**src/rtl/bcd_counter_nd.sv**
```systemverilog
// Multi-digit BCD up/down counter with parallel load, wrap pulse and a
// registered seven-segment decode of every digit.
module bcd_counter_nd #(
    parameter int DIGITS         = 3,
    parameter bit SEG_ACTIVE_LOW = 1'b0
) (
    input  logic                  clk,
    input  logic                  reset,
    input  logic                  en,
    input  logic                  up_dn,
    input  logic                  load,
    input  logic [4*DIGITS-1:0]   load_val,
    output logic [4*DIGITS-1:0]   count,
    output logic [7*DIGITS-1:0]   seg,
    output logic                  tc,
    output logic                  err
);

    function automatic logic [6:0] seg_decode(input logic [3:0] d);
        logic [6:0] p;
        case (d)
            4'd0:    p = 7'b1111110;
            4'd1:    p = 7'b0110000;
            4'd2:    p = 7'b1101101;
            4'd3:    p = 7'b1111001;
            4'd4:    p = 7'b0110011;
            4'd5:    p = 7'b1011011;
            4'd6:    p = 7'b1011111;
            4'd7:    p = 7'b1110000;
            4'd8:    p = 7'b1111111;
            4'd9:    p = 7'b1111011;
            default: p = 7'b1001111;
        endcase
        return SEG_ACTIVE_LOW ? ~p : p;
    endfunction

    logic [4*DIGITS-1:0] count_step;
    logic                wrap;
    logic                load_ok;
    logic [7*DIGITS-1:0] seg_next;
    logic [7*DIGITS-1:0] seg_zero;

    // Ripple carry/borrow across all digits in one cycle; a carry out of the
    // top digit is the wrap condition.
    always_comb begin
        logic       carry;
        logic [3:0] dig;
        count_step = count;
        carry      = 1'b1;
        load_ok    = 1'b1;
        seg_next   = '0;
        seg_zero   = '0;
        for (int k = 0; k < DIGITS; k++) begin
            dig = count[4*k +: 4];
            if (carry) begin
                if (up_dn) begin
                    if (dig >= 4'd9) begin
                        count_step[4*k +: 4] = 4'd0;
                    end else begin
                        count_step[4*k +: 4] = dig + 4'd1;
                        carry = 1'b0;
                    end
                end else begin
                    if (dig == 4'd0) begin
                        count_step[4*k +: 4] = 4'd9;
                    end else begin
                        count_step[4*k +: 4] = dig - 4'd1;
                        carry = 1'b0;
                    end
                end
            end
            if (load_val[4*k +: 4] > 4'd9) load_ok = 1'b0;
            seg_next[7*k +: 7] = seg_decode(dig);
            seg_zero[7*k +: 7] = seg_decode(4'd0);
        end
        wrap = carry;
    end

    always_ff @(posedge clk) begin
        if (!reset) begin
            count <= '0;
            seg   <= seg_zero;
            tc    <= 1'b0;
            err   <= 1'b0;
        end else begin
            tc  <= 1'b0;
            err <= 1'b0;
            seg <= seg_next;
            // A rejected load still blocks counting for that edge.
            if (load) begin
                if (load_ok) count <= load_val;
                else         err   <= 1'b1;
            end else if (en) begin
                count <= count_step;
                tc    <= wrap;
            end
        end
    end

endmodule

```
**config.mk**
```make
export PLATFORM = sky130hd
export DESIGN_NAME = bcd_counter_nd
export DESIGN_NICKNAME = d
export VERILOG_FILES = /design/src/rtl/bcd_counter_nd.sv
export SDC_FILE = /design/constraint.sdc
export NUM_CORES = 1
export LEC_CHECK = 0
export CAP_MARGIN = 20
export CORE_MARGIN = 2
export CORE_UTILIZATION = 46
export CTS_CLUSTER_DIAMETER = 30
export DETAILED_ROUTE_END_ITERATION = 10
export PLACE_DENSITY_LB_ADDON = 0.2
export SYNTH_ARGS = -nofsm -noshare
export SYNTH_HDL_FRONTEND = slang
export SYNTH_SLANG_ARGS = --single-unit
```
**constraint.sdc**
```tcl
create_clock -name clk -period 2 [get_ports clk]
set_input_delay 0.4 -clock clk [delete_from_list [all_inputs] [get_ports clk]]
set_output_delay 0.4 -clock clk [all_outputs]
set_load 0.01 [all_outputs]
```
Fig. 1: run 1, routing congestion map
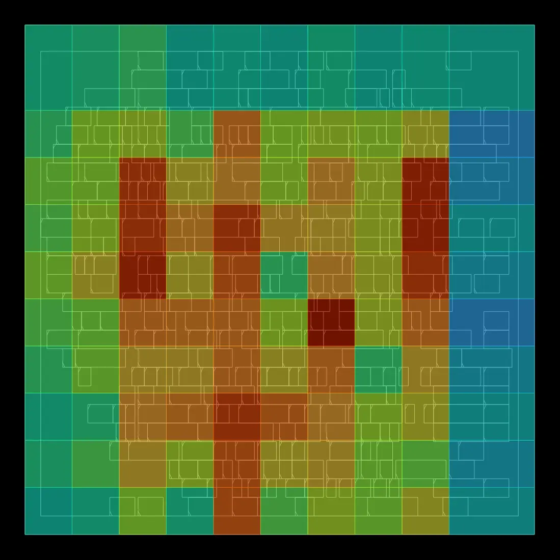
routed len/inst: 14.1 µm
M3 GR Usage: 4.07%
met2 usage: 37.5%
grt met1 use: 30.4%
gr usage total: 22.9%

Fig. 2: run 1, signal wires on met2
Cells faint in the background.
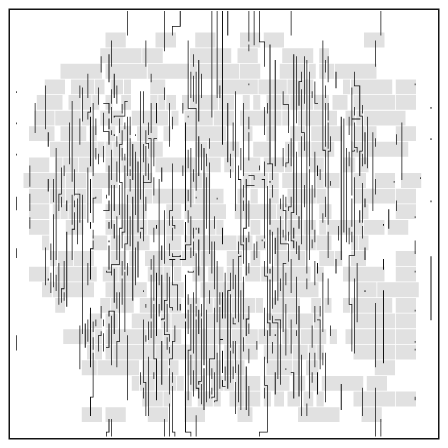
nets with wire on the layer: 292
main direction: vertical
wire length on this layer: 2790 µm
longest straight run: 37.7 µm
share of all routed wire: 47%
drt total wl: 5940 µm
via count: 2313

Fig. 3: run 1, sequential cells coloured by netlist name
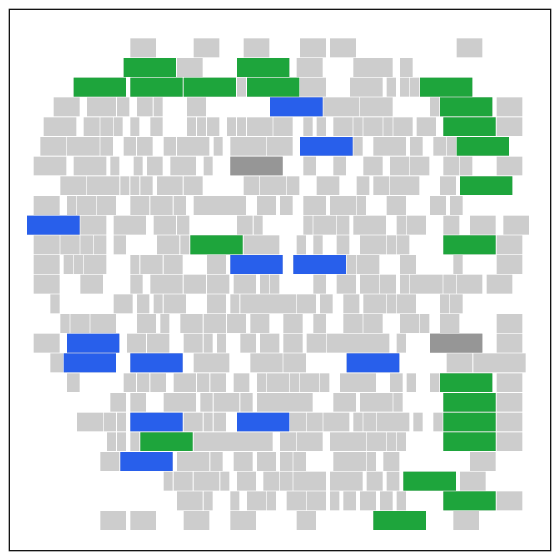
legend:
  green:
    signal: seg
    placed_flops: 21
  blue:
    signal: count
    placed_flops: 12
FF+latch area: 701 µm²
seq pwr: 0.788 mW

Fig. 4: run 1, selected gate families
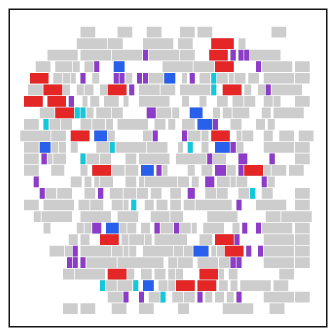
legend:
  red:
    family: fa/ha/maj cells
    cells: 21
    most_used: ha_1
  purple:
    family: nand cells
    cells: 52
    most_used: nand2_1
  blue:
    family: non-inverting ao/oa cells
    cells: 11
  cyan:
    family: inv cells
    cells: 13
    most_used: inv_1
most numerous logic cell after layout: clkdlybuf4s50_1
Comb/total area: 45.6%
final non-filler cell total: 421

==> qor.yml, run 1 <==
run:
  warnings: 44
  maxCapViolCount: 0
clocking:
  clock_sinks: 35
  ctsResizeCount: 0
  post_cts_buffers: 0
  cts_buffer_depth: 2
  insertion_delay_ps: 290
  cts_hold_buf: 0
  root_buffer: "clkbuf_8"
  path_clk_slew_ps: 70
  cts_tree: "built"
  htreeDepth: 2
  numCtsBuffers: 5
die:
  coreArea_um2: 4750
  initCoreUtil_pct: 48.2
  ioPinCount: 52
  die_y_um: 74.6
  fp-row-count: 25
  dieArea_um2: 5560
critical_path:
  path_delay_family: "AND-OR/OR-AND gates"
  setup.worst_path.end_class: "register"
  start_kind: "register"
  cp_slowest_cell: "or3b_1"
  critPathMaxFanout: 7
  critical_path_required_ps: 2220
  critical_path.cell_chain: "inv_1 > ha_1 > or3b_1 > a31oi_2 > o31ai_4 > buf_4 > o21ai_1"
  path_class: "register to register"
  cp.buffers_inverters: 2
  slowest_delay_ps: 400
  crit_arrival_ps: 2110
timing:
  slew_headroom_pct: 68.4
  max_freq_ghz: 0.531
  slew_viol_final: 0
  hold_viol: 0
  setup_viol: 0
  finalCriticalPeriod_ps: 1880
  worst_pin_slew_ps: 468
  finalCritPeriodShare_pct: 94.2
  fin_skew_ps: 4.25
  rsz0062_at_grt: "no"
grt:
  grt_pass1_vias: 2083
  grt_overflow: 0
  grt_max_degree: 36
  grt_pass1_wl_um: 9850
  antenna_found_initial: 0
yosys:
  synth_nets: 323
  ys_chip_area_um2: 2290
  top_cell_area_share_pct: 30.6
  ys_async_sr_fraction_pct: 0
  yosys_warnings: 0
  edf_count: 0
  numSynthFlops: 35
  yosys.area.top_type: "dfxtp_1"
  ys.flop_type: "dfxtp_1"
  yosys_cells: 285
  avgSynthCellArea_um2: 8.04
  syn_area_um2: 2290
  netlist_top_cells_area: "dfxtp_1 31%, ha_1 11%, nand2_1 7.5%"
  synth.distinct_cells: 56
  synth_seq_share_pct: 30.6
  syn_inst: 285
run_status:
  outcome: "complete, no violations"
final_layout:
  antenna_cells: 0
  area_growth_pct: 37.4
  finish.instance_area_um2: 3150
  comb_area_um2: 1440
  layout.nets: 391
  nFillCells: 436
  drive_gt1_share_pct: 13.6
placed_design:
  io_buffers: 51
  dpl.cell_count: 413
  gp_congestion: 0.943
  hpwl_um: 4360
  dpl_cell_area_um2: 3030
power_and_ir_drop:
  powerDensity_nw_per_um2: 671
  netSwitchingPower_mw: 0.630
  ir_worst_vdd_uv: 388
  power.share.sequential_pct: 37.3
  clkPwrFrac_pct: 31.4
  leakagePower_nw: 1.29
  intPower_mw: 1.48
  comb_power_share_pct: 31.4
  sw_frac_of_total_pct: 29.8
routing:
  firstDrtPassIters: 4
  drc: 0
  via_per_inst: 5.49
  drt-initial-drc-count: 174
  ant_nets: 0
hold_path:
  worstHoldPathType: "register to register"
==> run 1: power by group through the flow <==
stage / registers [mW] / clock network [mW] / logic (mW)
floorplan: 0.833 / 0 / 0.343
global placement: 0.802 / 0 / 0.640
detailed placement: 0.804 / 0 / 0.651
CTS: 0.788 / 0.669 / 0.657
global route: 0.793 / 0.695 / 0.730
finish: 0.788 / 0.662 / 0.663
==> run 1: layout make-up <==
cell class                 count  share of cell area (%)
multi-input combinational    217                    45.6
clock buffer                   6                    2.62
sequential                    35                    22.2
tap                           67                    2.66
clock inverter                 2                    1.11
timing repair buffer          81                    24.2
inverter                      13                    1.55
==> run 1: worst reg2reg max path, cell delays in order (launching register included) <==
cell and delay (ps):
dfxtp_1 330, inv_1 140, ha_1 270, or3b_1 410, a31oi_2 280, o31ai_4 120, buf_4 160, o21ai_1 120
==> run 1: cell families after synthesis <==
family | after synthesis | share of synthesized area [%]
mux | 1 | 0.491
flops | 35 | 30.6
compound gates | 99 | 29.5
simple gates | 96 | 21.2
fa+ha+maj | 21 | 11.5
buf+inv | 33 | 6.82
==> run 1: layer usage <==
layer,wire length [µm],track usage [%],vias to the layer above
li1,-,-,1156
met1,2640,30.4,1059
met2,2790,37.5,80
met3,357,4.07,18
met4,149,7.74,0
met5,0,0,-
==> run 1: cells in the mapped netlist (2+ instances only) <==
cell type,n
o31ai_1,4
o21ai_1,2
a21boi_0,4
a31oi_1,3
nor4_1,2
a311o_1,3
a211o_1,2
and2_1,3
inv_1,12
a211oi_1,3
buf_6,2
buf_2,5
dfxtp_1,35
o2111ai_1,5
clkbuf_1,10
buf_4,3
nand4_1,2
o21a_1,3
a21oi_1,16
nand2b_1,2
nand2_1,46
or3b_1,2
o22ai_1,5
nor4b_1,2
nor2_1,17
ha_1,21
o21ai_0,30
nor2b_1,9
o21bai_1,3
o221ai_1,3
==> run 1: metrics by stage <==
| stage | setup TNS (ps) | util [%] | setup slack, ps | hold slack, ps | total power, mW |
|---|---|---|---|---|---|
| floorplan | 0 | - | 29.6 | 561 | 1.18 |
| global placement | -647 | 63.7 | -121 | 534 | 1.44 |
| detailed placement | -839 | 63.7 | -135 | 552 | 1.46 |
| CTS | 0 | 66.2 | 88.4 | 565 | 2.11 |
| global route | 0 | 66.2 | 3.55 | 577 | 2.22 |
| finish | 0 | 66.2 | 117 | 555 | 2.11 |
==> run 1: worst paths after layout <==
| check | depth (start not counted) | slack (ps) | from | end |
|---|---|---|---|---|
| max | 7 | 120 | count[4] | count[8] |
| min | 2 | 550 | count[11] | count[11] |
| max reg2reg | 7 | 120 | count[4] | count[8] |
| min reg2reg | 2 | 550 | count[11] | count[11] |
==> run 1: placed cells by master, fill, tap and decap left out, types with 4 or more instances in the layout <==
cell type        instances
o22ai_1                  5
clkdlybuf4s50_1         51
inv_1                   12
nor2_1                  17
o31ai_1                  4
o21ai_0                 29
nand2_1                 46
buf_4                   28
nor2b_1                  9
ha_1                    20
a21boi_0                 4
o2111ai_1                5
clkbuf_8                 6
dfxtp_1                 35
a21oi_1                 16
==> run 1: state kept, by name, summed over array words and instances (netlist names) <==
signal,flops
err,1
count,12
seg,21
tc,1
## Run 2: what changed since run 1
--- a/config.mk
+++ b/config.mk
@@ -6,11 +6,11 @@
 export NUM_CORES = 1
 export LEC_CHECK = 0
 export CAP_MARGIN = 20
-export CORE_MARGIN = 2
 export CORE_UTILIZATION = 46
 export CTS_CLUSTER_DIAMETER = 30
 export DETAILED_ROUTE_END_ITERATION = 10
 export PLACE_DENSITY_LB_ADDON = 0.2
+export SLEW_MARGIN = 15
 export SYNTH_ARGS = -nofsm -noshare
 export SYNTH_HDL_FRONTEND = slang
 export SYNTH_SLANG_ARGS = --single-unit
==> run 2 against run 1 <==
Net effect:
- global-route usage grew 0.24 points
- die size decreased by 5.3%
- largest cell class unchanged
- maximum frequency down 2.1%
- critical path depth up 1
- worst hold slack gained 11 ps
- area after synthesis did not move
==> qor.yml, run 2 <==
run_status:
  outcome: "complete, no violations"
hold_path:
  hold_start: "count[11]"
  whs_path_depth: 2  # unchanged
clocking:
  root_buffer: "clkbuf_8"
  htreeDepth: 2  # unchanged
  path_clk_slew_ps: 70  # about the same
  cts_buffer_depth: 2  # unchanged
  insertion_delay_ps: 290  # about the same
timing:
  worst_pin_slew_ps: 463  # -4.86 ps
  fin_setup_tns_ps: 0  # unchanged
  slew_viol_final: 0  # unchanged
  hold_ws_ps: 565  # +10.7 ps
  max_freq_ghz: 0.520  # -2.1%
routing:
  m1WireLength_um: 2730  # +3.5%
  drt-initial-drc-count: 158  # -9.2%
  vias: 2298  # -0.65%
  totalWireLength_um: 5720  # -3.7%
  drc: 0  # unchanged
  via_per_inst: 5.41  # -1.6%
  routed.top_layer: "met4"
  ant_nets: 0  # unchanged
yosys:
  top_cell: "nand2_1"
  yosys.area.top_type: "dfxtp_1"
  synth_seq_share_pct: 30.6  # unchanged
  synth.distinct_cells: 56  # unchanged
  netlist_top_cells_area: "dfxtp_1 31%, ha_1 11%, nand2_1 7.5%"
  syn_inst: 285  # unchanged
  avgSynthCellArea_um2: 8.04  # unchanged
  yosys_warnings: 0  # unchanged
final_layout:
  layout_top_cells: "51 x clkdlybuf4s50_1, 46 x nand2_1, 35 x dfxtp_1"
  layout.nets: 396  # +1.3%
  reg_top3: "seg: 21 flops, count: 12 flops"
  finish.instance_area_um2: 3160  # +0.44%
  regMostFlops: "seg"
die:
  fp-row-count: 25  # unchanged
  coreArea_um2: 4750  # unchanged
  dieArea_um2: 5270  # -5.3%
  initCoreUtil_pct: 48.2  # unchanged
critical_path:
  reg2reg_depth: 8  # +1
  critPathMaxFanout: 6  # -1
  crit_arrival_ps: 2080  # -30 ps
  setup.worst_path.end_class: "register"
grt:
  grt_overflow: 0  # unchanged
  grt.total_usage_pct: 23.1  # +0.24 points
power_and_ir_drop:
  powerDensity_nw_per_um2: 623  # -7.1%
  ir_worst_vdd_uv: 312  # -20%
placed_design:
  dpl_cell_area_um2: 3050  # +0.83%
## run 2: cell counts after synthesis
No cell type changed its count.
## run 2: cell families (layout without fill, tap and decap cells)
logic type	after synthesis	after routing	share of synthesized area, %
AOI/OAI and AO/OA	99	99	29.5
and+or+nand+nor	96	96	21.2
DFF	35	35	30.6
buffers and inverters	33	106	6.82
adders and majority gates	21	21	11.5
muxes	1	1	0.491
## run 2: metal layers
metal	up-vias	GRT usage (%)
li1	1162	-
met1	1056	31.0
met5	-	0
met3	8	4.28
met4	0	8.93
met2	72	36.8
## run 2: repair_timing
item	4_1_cts	5_1_grt
resized	0	4
setup buffers	0	0
endpoints found under the setup margin	0	2
## run 2: metrics by stage
| stage | worst slack [ps] | power, mW | instances |
|---|---|---|---|
| floorplan | 29.6 | 1.18 | 285 |
| finish | 75.6 | 1.97 | 425 |
| global route | 6.52 | 2.08 | 425 |
| global placement | -126 | 1.45 | 418 |
| CTS | 64.5 | 1.97 | 425 |
| detailed placement | -161 | 1.46 | 418 |
## run 2: area by class of cell
type | instances | area (µm²)
Inverter | 13 | 48.8
Tap cell | 67 | 83.8
Timing Repair Buffer | 86 | 790
Sequential cell | 35 | 701
Clock buffer | 6 | 82.6
Clock inverter | 1 | 5.00
Fill cell | 425 | 1590
Multi-Input combinational cell | 217 | 1450
## run 2: worst max-delay path, stage by stage (launching register included)
cell and delay [ps]:
dfxtp_1 340, inv_1 90, ha_2 220, or3b_4 430, a31oi_4 240, buf_4 150, o21ai_2 90, o21ai_0 160
a31oi_1 60
## run 2: power by group
part	internal [mW]	switching [mW]
registers	0.750	0.0398
clock network	0.270	0.241
logic	0.338	0.331
## run 2: worst max-delay path by stage
| stage | startpoint | to | slack (ps) | cells after the start |
|---|---|---|---|---|
| 6_report | count[0] | count[7] | 80 | 8 |
| 5_1_grt | count[0] | count[7] | 7 | 8 |
| 4_1_cts | count[0] | count[7] | 60 | 8 |
| 3_5_place_dp | up_dn | count[10] | -160 | 6 |
| 3_3_place_gp | up_dn | count[10] | -130 | 6 |
| 2_1_floorplan | count[4] | count[10] | 30 | 8 |
Fig. 5: run 2, routing congestion map
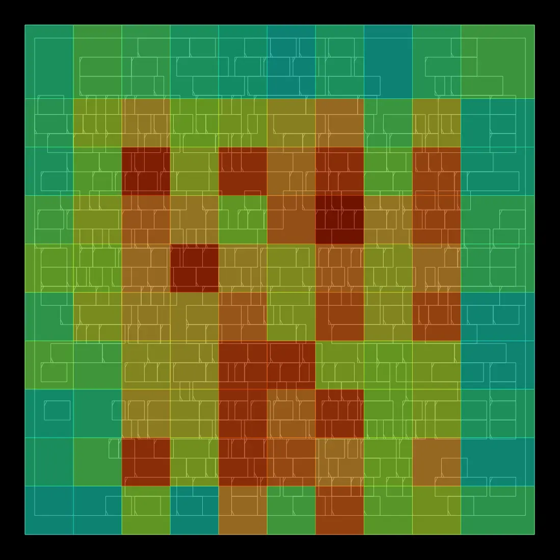
M3 GR Usage: 4.28%
grt met1 use: 31.0%
met2 usage: 36.8%

Fig. 6: run 2, sequential cells coloured by netlist name
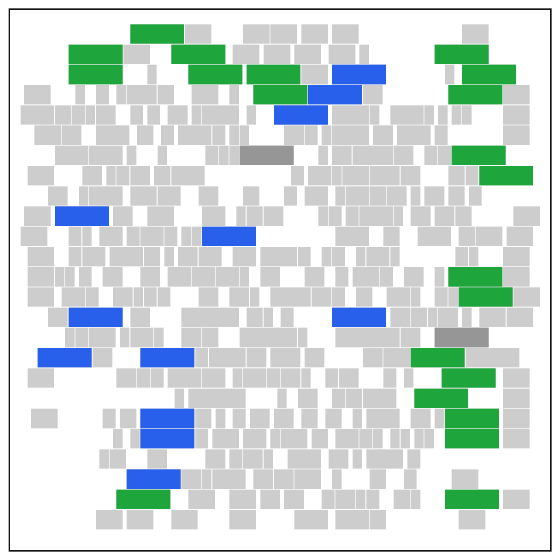
legend:
  blue:
    signal: count
    placed_flops: 12
  green:
    signal: seg
    placed_flops: 21
    where: widely spread
seq pwr: 0.790 mW
flop share of the area: 22.2%
final core utilization: 66.5%

Power figures rest on the tool's default switching activity, not on a simulated workload.
